`src/rtl/aclk_alarm_entry_if.sv`:
```
// Keypad-to-alarm-register bundle for the alarm entry block.
// The master drives keypad strobes; the slave (entry logic) drives the new alarm time and status.
interface aclk_alarm_entry_if;
    logic       key_valid;
    logic [3:0] key;
    logic [3:0] new_alarm_ms_hr;
    logic [3:0] new_alarm_ls_hr;
    logic [3:0] new_alarm_ms_min;
    logic [3:0] new_alarm_ls_min;
    logic       load_new_a;
    logic       entry_active;
    logic [2:0] digit_count;
    logic       err;
    logic       timeout;

    modport master (
        output key_valid, key,
        input  new_alarm_ms_hr, new_alarm_ls_hr, new_alarm_ms_min, new_alarm_ls_min,
        input  load_new_a, entry_active, digit_count, err, timeout
    );

    modport slave (
        input  key_valid, key,
        output new_alarm_ms_hr, new_alarm_ls_hr, new_alarm_ms_min, new_alarm_ls_min,
        output load_new_a, entry_active, digit_count, err, timeout
    );
endinterface

```
`src/rtl/aclk_alarm_entry.sv`:
```
// Keypad alarm-time entry: HH:MM shift buffer, validation, one-cycle commit, inactivity timeout.
// Optional macro AENTRY_KEY_SYNC_EN: key_valid is an async level, synchronized and edge-detected.
module aclk_alarm_entry #(
    parameter int TIMEOUT_CYCLES = 10,
    parameter int CNT_W          = 8
) (
    input  logic                 clk,
    input  logic                 reset,
    aclk_alarm_entry_if.slave    bus
);
    typedef enum logic [1:0] {ST_IDLE, ST_ENTRY, ST_LOAD} state_t;

    localparam logic [CNT_W-1:0] CNT_LAST = CNT_W'(TIMEOUT_CYCLES - 1);

    state_t           state_reg, state_next;
    logic [3:0][3:0]  buf_reg, buf_next, buf_shifted;
    logic [2:0]       count_reg, count_next;
    logic [CNT_W-1:0] cnt_reg, cnt_next;
    logic             err_reg, err_next;
    logic             timeout_reg, timeout_next;

    logic             key_acc;
    logic [3:0]       key_in;

`ifdef AENTRY_KEY_SYNC_EN
    // Two-flop synchronizer plus rising-edge detect; key code travels in step with the strobe.
    logic       sync0_reg, sync1_reg, sync2_reg;
    logic [3:0] key0_reg, key1_reg;

    always_ff @(posedge clk or negedge reset) begin
        if (!reset) begin
            sync0_reg <= 1'b0;
            sync1_reg <= 1'b0;
            sync2_reg <= 1'b0;
            key0_reg  <= 4'd0;
            key1_reg  <= 4'd0;
        end else begin
            sync0_reg <= bus.key_valid;
            sync1_reg <= sync0_reg;
            sync2_reg <= sync1_reg;
            key0_reg  <= bus.key;
            key1_reg  <= key0_reg;
        end
    end

    assign key_acc = sync1_reg & ~sync2_reg;
    assign key_in  = key1_reg;
`else
    assign key_acc = bus.key_valid;
    assign key_in  = bus.key;
`endif

    // Left shift of the buffer: newest digit enters at index 0 (ls_min).
    assign buf_shifted[0] = key_in;
    generate
        for (genvar gi = 1; gi < 4; gi++) begin : g_shift
            assign buf_shifted[gi] = buf_reg[gi-1];
        end
    endgenerate

    logic is_digit, is_alarm, is_clear, time_ok;
    assign is_digit = (key_in <= 4'd9);
    assign is_alarm = (key_in == 4'hA);
    assign is_clear = (key_in == 4'hB);
    assign time_ok  = (count_reg != 3'd0) && (buf_reg[3] <= 4'd2) &&
                      ((buf_reg[3] < 4'd2) || (buf_reg[2] <= 4'd3)) &&
                      (buf_reg[1] <= 4'd5);

    always_ff @(posedge clk or negedge reset) begin
        if (!reset) begin
            state_reg   <= ST_IDLE;
            buf_reg     <= '0;
            count_reg   <= 3'd0;
            cnt_reg     <= '0;
            err_reg     <= 1'b0;
            timeout_reg <= 1'b0;
        end else begin
            state_reg   <= state_next;
            buf_reg     <= buf_next;
            count_reg   <= count_next;
            cnt_reg     <= cnt_next;
            err_reg     <= err_next;
            timeout_reg <= timeout_next;
        end
    end

    always_comb begin
        state_next   = state_reg;
        buf_next     = buf_reg;
        count_next   = count_reg;
        cnt_next     = cnt_reg;
        err_next     = 1'b0;
        timeout_next = 1'b0;
        case (state_reg)
            ST_IDLE: begin
                cnt_next = '0;
                if (key_acc && is_digit) begin
                    buf_next   = {12'h000, key_in};
                    count_next = 3'd1;
                    state_next = ST_ENTRY;
                end
            end
            ST_ENTRY: begin
                if (key_acc) begin
                    // Any accepted code, even an ignored one, counts as activity.
                    cnt_next = '0;
                    if (is_digit) begin
                        buf_next = buf_shifted;
                        if (count_reg < 3'd4)
                            count_next = count_reg + 3'd1;
                    end else if (is_clear) begin
                        buf_next   = '0;
                        count_next = 3'd0;
                    end else if (is_alarm) begin
                        if (time_ok) begin
                            state_next = ST_LOAD;
                        end else begin
                            err_next   = 1'b1;
                            buf_next   = '0;
                            count_next = 3'd0;
                            state_next = ST_IDLE;
                        end
                    end
                end else if (cnt_reg == CNT_LAST) begin
                    timeout_next = 1'b1;
                    buf_next     = '0;
                    count_next   = 3'd0;
                    cnt_next     = '0;
                    state_next   = ST_IDLE;
                end else begin
                    cnt_next = cnt_reg + 1'b1;
                end
            end
            ST_LOAD: begin
                // Buffer is held so the outputs keep showing the committed alarm.
                count_next = 3'd0;
                cnt_next   = '0;
                state_next = ST_IDLE;
            end
            default: state_next = ST_IDLE;
        endcase
    end

    assign bus.new_alarm_ms_hr  = buf_reg[3];
    assign bus.new_alarm_ls_hr  = buf_reg[2];
    assign bus.new_alarm_ms_min = buf_reg[1];
    assign bus.new_alarm_ls_min = buf_reg[0];
    assign bus.load_new_a       = (state_reg == ST_LOAD);
    assign bus.entry_active     = (state_reg == ST_ENTRY);
    assign bus.digit_count      = count_reg;
    assign bus.err              = err_reg;
    assign bus.timeout          = timeout_reg;
endmodule

```
`src/flat_wrapper.sv`:
```
// flat-port wrapper written by rule: the top's interface ports become plain ports
module aclk_alarm_entry_flat 
#(
    parameter int TIMEOUT_CYCLES = 10,
    parameter int CNT_W          = 8
)
  (clk, reset, bus_key_valid, bus_key, bus_new_alarm_ms_hr, bus_new_alarm_ls_hr, bus_new_alarm_ms_min, bus_new_alarm_ls_min, bus_load_new_a, bus_entry_active, bus_digit_count, bus_err, bus_timeout);
  aclk_alarm_entry_if bus_i ();
  input  logic clk;
  input  logic reset;
  input wire logic [$bits(bus_i.key_valid)-1:0] bus_key_valid;
  input wire logic [$bits(bus_i.key)-1:0] bus_key;
  output wire logic [$bits(bus_i.new_alarm_ms_hr)-1:0] bus_new_alarm_ms_hr;
  output wire logic [$bits(bus_i.new_alarm_ls_hr)-1:0] bus_new_alarm_ls_hr;
  output wire logic [$bits(bus_i.new_alarm_ms_min)-1:0] bus_new_alarm_ms_min;
  output wire logic [$bits(bus_i.new_alarm_ls_min)-1:0] bus_new_alarm_ls_min;
  output wire logic [$bits(bus_i.load_new_a)-1:0] bus_load_new_a;
  output wire logic [$bits(bus_i.entry_active)-1:0] bus_entry_active;
  output wire logic [$bits(bus_i.digit_count)-1:0] bus_digit_count;
  output wire logic [$bits(bus_i.err)-1:0] bus_err;
  output wire logic [$bits(bus_i.timeout)-1:0] bus_timeout;
  assign bus_i.key_valid = bus_key_valid;
  assign bus_i.key = bus_key;
  assign bus_new_alarm_ms_hr = bus_i.new_alarm_ms_hr;
  assign bus_new_alarm_ls_hr = bus_i.new_alarm_ls_hr;
  assign bus_new_alarm_ms_min = bus_i.new_alarm_ms_min;
  assign bus_new_alarm_ls_min = bus_i.new_alarm_ls_min;
  assign bus_load_new_a = bus_i.load_new_a;
  assign bus_entry_active = bus_i.entry_active;
  assign bus_digit_count = bus_i.digit_count;
  assign bus_err = bus_i.err;
  assign bus_timeout = bus_i.timeout;
  aclk_alarm_entry #(.TIMEOUT_CYCLES(TIMEOUT_CYCLES), .CNT_W(CNT_W)) u_core (.clk(clk), .reset(reset), .bus(bus_i));
endmodule
```
`config.mk`:
```
export PLATFORM = sky130hd
export DESIGN_NAME = aclk_alarm_entry_flat
export DESIGN_NICKNAME = d
export VERILOG_FILES = /design/src/rtl/aclk_alarm_entry_if.sv /design/src/rtl/aclk_alarm_entry.sv /design/src/flat_wrapper.sv
export SDC_FILE = /design/constraint.sdc
export NUM_CORES = 1
export LEC_CHECK = 0
export CAP_MARGIN = 10
export CORE_MARGIN = 10
export CORE_UTILIZATION = 39
export CTS_BUF_LIST = sky130_fd_sc_hd__clkbuf_8
export CTS_CLUSTER_SIZE = 16
export DETAILED_ROUTE_END_ITERATION = 8
export DONT_BUFFER_PORTS = 1
export PLACE_DENSITY = 0.65
export SYNTH_ARGS = -nofsm -noshare
export SYNTH_HDL_FRONTEND = slang
export SYNTH_SLANG_ARGS = --single-unit
```
`constraint.sdc`:
```
create_clock -name clk -period 2.1 [get_ports clk]
set_input_delay 0.42 -clock clk [delete_from_list [all_inputs] [get_ports clk]]
set_output_delay 0.42 -clock clk [all_outputs]
set_load 0.02 [all_outputs]
```
**Run 1: the metal 2 layer**

Drawn at 6 px/um.
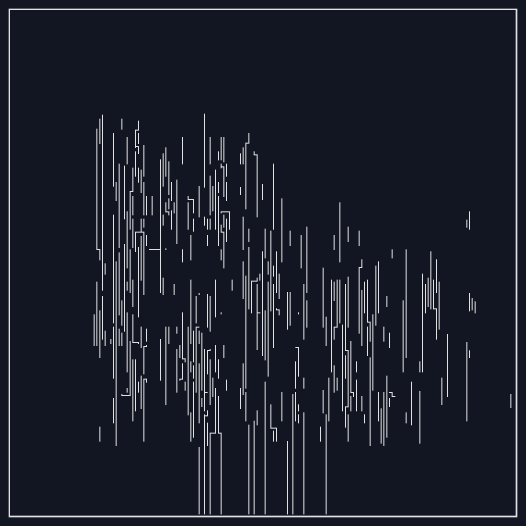
- share of all routed wire: 45%
- main direction: vertical
- longest straight run: 30.6 um
- wire length on this layer: 1720 um
- nets with wire on the layer: 162
met2 Use GR: 0.1646
total routed wirelength: 3.804 mm
DR vias: 1244

**Run 1: port wiring**

Drawn at 3 px/um.
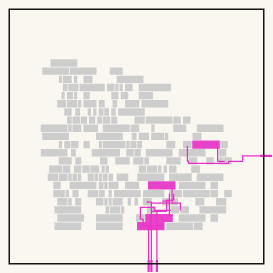
- magenta: `bus_new_alarm_ms_min` (direction output; end cells 4; buffers 3; wire 158 um)
number of I/O pins: 30
buffers added on ports: 0

**Run 1: pin placement**

Drawn at 6 px/um. Pins as bars across the die edge, other pins in grey.
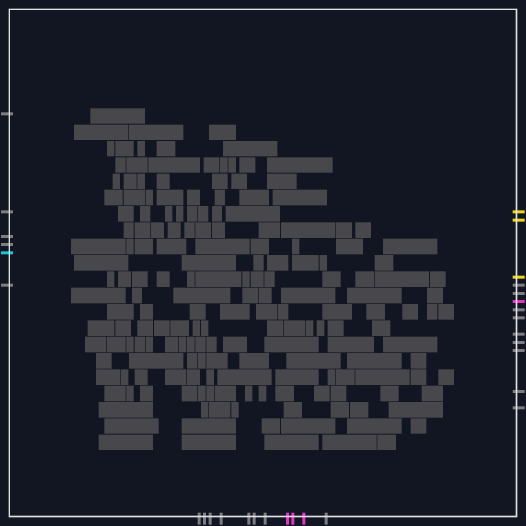
- magenta: `bus_new_alarm_ms_min` (pins 4; direction output; edge 3 south, 1 east)
- yellow: `bus_digit_count` (pins 3; direction output; edge east)
- cyan: `bus_key_valid` (pins 1; direction input; edge west)
Die Y: 84.31 um
Die W: 84.31 um

==> flow_summary.yaml, run 1 <==
# generated from flow reports
cts:
  h-tree-depth: 2
  clock_path_buffers: 2
finish:
  logic_area_um2: 825.8
  largest_register_ffs: 8
  finalNetCount: 195
  final.fill_count: 357
synthesis:
  synth_cell_types: 35
  synth_area_leader_cell: "dfrtp_1"
  avgSynthCellArea_um2: 10.75
  ys_cells: 150
critical_path:
  path_cells: "buf_6 -> ha_4 -> a21o_1 -> a22o_1 -> a221oi_4 -> o211ai_4 -> a22o_1"
  cp.arrival_ns: 2.26
  path_max_fanout: 8
  crit_buf_inv: 1
  endpoint_kind: "flip-flop"
  crit_type: "flip-flop to flip-flop"
  r2r_cells: 7
  critPathRequiredTime_ns: 2.27
routing:
  dr_wl_met2_mm: 1.723
  wl_per_cell_um: 16.47
  vias_per_cell: 5.385
  ant_nets: 0
pwr:
  pwr.group.clock_mw: 0.606
  sw_frac_of_total: 0.4018
  p_seq_mw: 0.934
placed_design:
  pre_cts_ws_ns: 0.02265
  placed_cells: 217
  place.gp.congestion: 0.8068
global_routing:
  grt.total_usage: 0.1037
  use_met1: 0.1252
final_timing:
  holdWs_ns: 0.2690
  finalSetupViolations: 0
  slew_headroom: 0.7388
floorplan:
  floorplanUtilization: 0.4032
run_status:
  status: "finished, final reports clean"
min_path:
  hold-path-cell-count: 2
run 1: cells in the final DEF (no fill, tap or decap), types with 3 or more instances in the layout:
cell,synthesis,final
a21oi_1,4,4
a22o_1,13,13
a31oi_1,3,3
buf_4,0,23
clkbuf_8,0,6
dfrtp_1,31,31
ha_1,8,6
inv_1,12,11
mux2i_1,7,7
nand2_1,13,13
nand2b_1,3,3
nand3_1,5,4
nor2_1,9,9
nor2b_1,3,3
o21ai_0,6,6
o31ai_1,4,4
xor2_1,3,3
run 1: final cells by class:
type                       count  area share
clock buffer                   6     0.04047
clock inverter                 2     0.01717
inverter                      12     0.02207
multi-input combinational    104      0.4047
sequential                    31      0.3801
tap                           50     0.03066
timing repair buffer          26      0.1048
run 1: cells in the mapped netlist (all sizes together), types with 2 or more instances:
library cell  count
o21ai             6
nand3             5
or3               2
nor3              2
inv              12
nand2b            3
a21o              2
nor2              9
buf               2
and2              2
clkbuf            2
a31oi             3
a21oi             4
dfrtp            31
o31ai             4
nand2            13
mux2i             7
nor2b             3
a22o             13
nor4bb            2
ha                8
xor2              3
run 1: final timing paths:
path	endpoint	slack [ns]	startpoint
max	u_core.bus.new_alarm_ls_hr[0]	0.007	u_core.state_reg[0]
min in group asynchronous	u_core.bus.new_alarm_ls_min[2]	0.61	reset
max reg2reg	u_core.bus.new_alarm_ls_hr[0]	0.007	u_core.state_reg[0]
min	u_core.bus.new_alarm_ls_min[2]	0.27	bus_key[2]
min reg2reg	u_core.cnt_reg[4]	0.53	u_core.cnt_reg[4]
max in group asynchronous	u_core.bus.digit_count[0]	1.31	reset
run 1: what timing repair did:
action | in CTS | in global routing
hold buffers | 2 | 0
hold endpoints to repair | 31 | 0
resized | 0 | 8
setup endpoints to repair | 0 | 16
setup buffers | 0 | 3
==> run 2, diff against run 1 <==
Settings changed: SLEW_MARGIN from default to 20.
**Run 2: the metal 2 layer**

Drawn at 6 px/um.
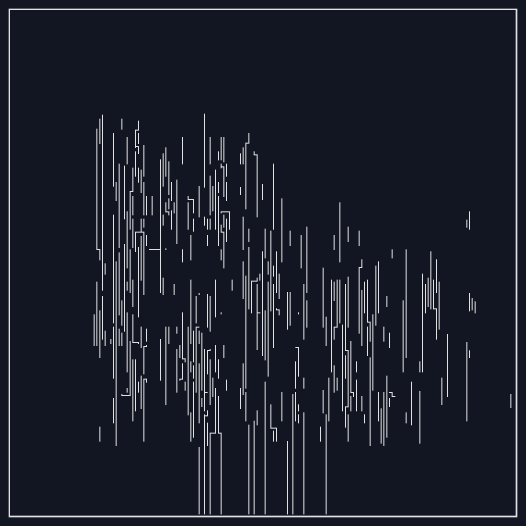
- longest straight run: 30.6 um
- nets with wire on the layer: 162
- main direction: vertical

==> flow_summary.yaml, run 2 <==
# generated from flow reports
finish:
  final.fill_count: 357
  finalNetCount: 195
  logic_area_um2: 825.8
  largest_register_ffs: 8
  lay_top_count: "dfrtp_1"
synthesis:
  ys_area_mm2: 0.001613
  synth_area_leader_cell: "dfrtp_1"
  synth_cell_types: 35
  ys_cells: 150
  avgSynthCellArea_um2: 10.75
  most_common_cell: "dfrtp_1"
  common_cells: "dfrtp_1 (31), a22o_1 (13), nand2_1 (13)"
floorplan:
  die-area_mm2: 0.007107
  floorplanUtilization: 0.4032
  die_h_um: 84.31
  io_pins: 30
  die-width_um: 84.31
critical_path:
  startpoint: "u_core.state_reg[0]"
  r2r-end: "u_core.bus.new_alarm_ls_hr[0]"
  path_cells: "buf_6 -> ha_4 -> a21o_1 -> a22o_1 -> a221oi_4 -> o211ai_4 -> a22o_1"
  worstSetupEndpoint: "u_core.bus.new_alarm_ls_hr[0]"
  critPathRequiredTime_ns: 2.27
  r2r_start: "u_core.state_reg[0]"
  crit_type: "flip-flop to flip-flop"
  cp.arrival_ns: 2.26
  reg2reg_slack_ns: 0.007
routing:
  wl_per_cell_um: 16.47
  vias_per_cell: 5.385
  dr_wl_met2_mm: 1.723
  wl_mm: 3.804
  vias: 1244
run_status:
  status: "finished, final reports clean"
placed_design:
  pre_cts_ws_ns: 0.02265
  place.gp.congestion: 0.8068
  portBuffers: 0
global_routing:
  grt_util_met2: 0.1646
  grt.total_usage: 0.1037
  use_met1: 0.1252
  grt_pass1_vias: 1263
  grt_pass1_wl_mm: 6.141
pwr:
  p_seq_mw: 0.934
cts:
  h-tree-depth: 2
  clock_path_buffers: 2
final_timing:
  slew_headroom: 0.7388
  finalSetupViolations: 0
**Run 2: port wiring**

Drawn at 3 px/um.
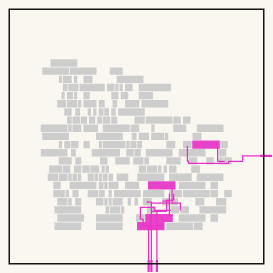
- magenta: `bus_new_alarm_ms_min` (direction output; end cells 4; buffers 3; wire 158 um)

## run 2: cell counts after synthesis
No cell type changed its count.
## run 2: metrics by stage
step | hold WS, ns | setup TNS (ns) | cell area (um2) | cells
2_1_floorplan | 0.1244 | 0 | 1615 | 150
3_3_place_gp | 0.1254 | 0 | 1813 | 217
3_5_place_dp | 0.1255 | 0 | 1813 | 217
4_1_cts | 0.2643 | 0 | 1961 | 227
5_1_grt | 0.2677 | -0.08872 | 2041 | 231
6_report | 0.2690 | 0 | 2041 | 231
## run 2: repair_timing
item,CTS,global route
resized,0,8
hold buffers,2,0
setup buffers,0,3
endpoints found under the setup margin,0,16
hold endpoints to repair,31,0
## run 2: worst min-delay path by stage
| stage | from | to | slack, ns | cells after the start |
|---|---|---|---|---|
| floorplan | reset | u_core.bus.digit_count[0] | 0.12 | 0 |
| global placement | reset | u_core.bus.new_alarm_ms_hr[1] | 0.13 | 0 |
| detailed placement | reset | u_core.bus.new_alarm_ms_hr[1] | 0.13 | 0 |
| CTS | bus_key[2] | u_core.bus.new_alarm_ls_min[2] | 0.26 | 2 |
| global route | bus_key[0] | u_core.bus.new_alarm_ls_min[0] | 0.27 | 2 |
| finish | bus_key[2] | u_core.bus.new_alarm_ls_min[2] | 0.27 | 2 |
## run 2: kinds of logic (layout without fill, tap and decap cells)
logic type      count (synthesis)  after routing  synth area share
buf+inv                        16             46           0.04189
xor+xnor                        3              3           0.01629
compound gates                 38             39            0.1932
flops                          31             31            0.4810
fa+ha+maj                       8              8           0.06207
mux                             7              7           0.04345
simple gates                   47             47            0.1621
## run 2: layout make-up
type / instances / share of cell area
clock inverters: 2 / 0.01717
well taps: 50 / 0.03066
inverters: 12 / 0.02207
clock buffers: 6 / 0.04047
repair buffers: 26 / 0.1048
flip-flops and latches: 31 / 0.3801
multi-input cells: 104 / 0.4047
No activity file was given, so power comes from the tool's default toggle rates.
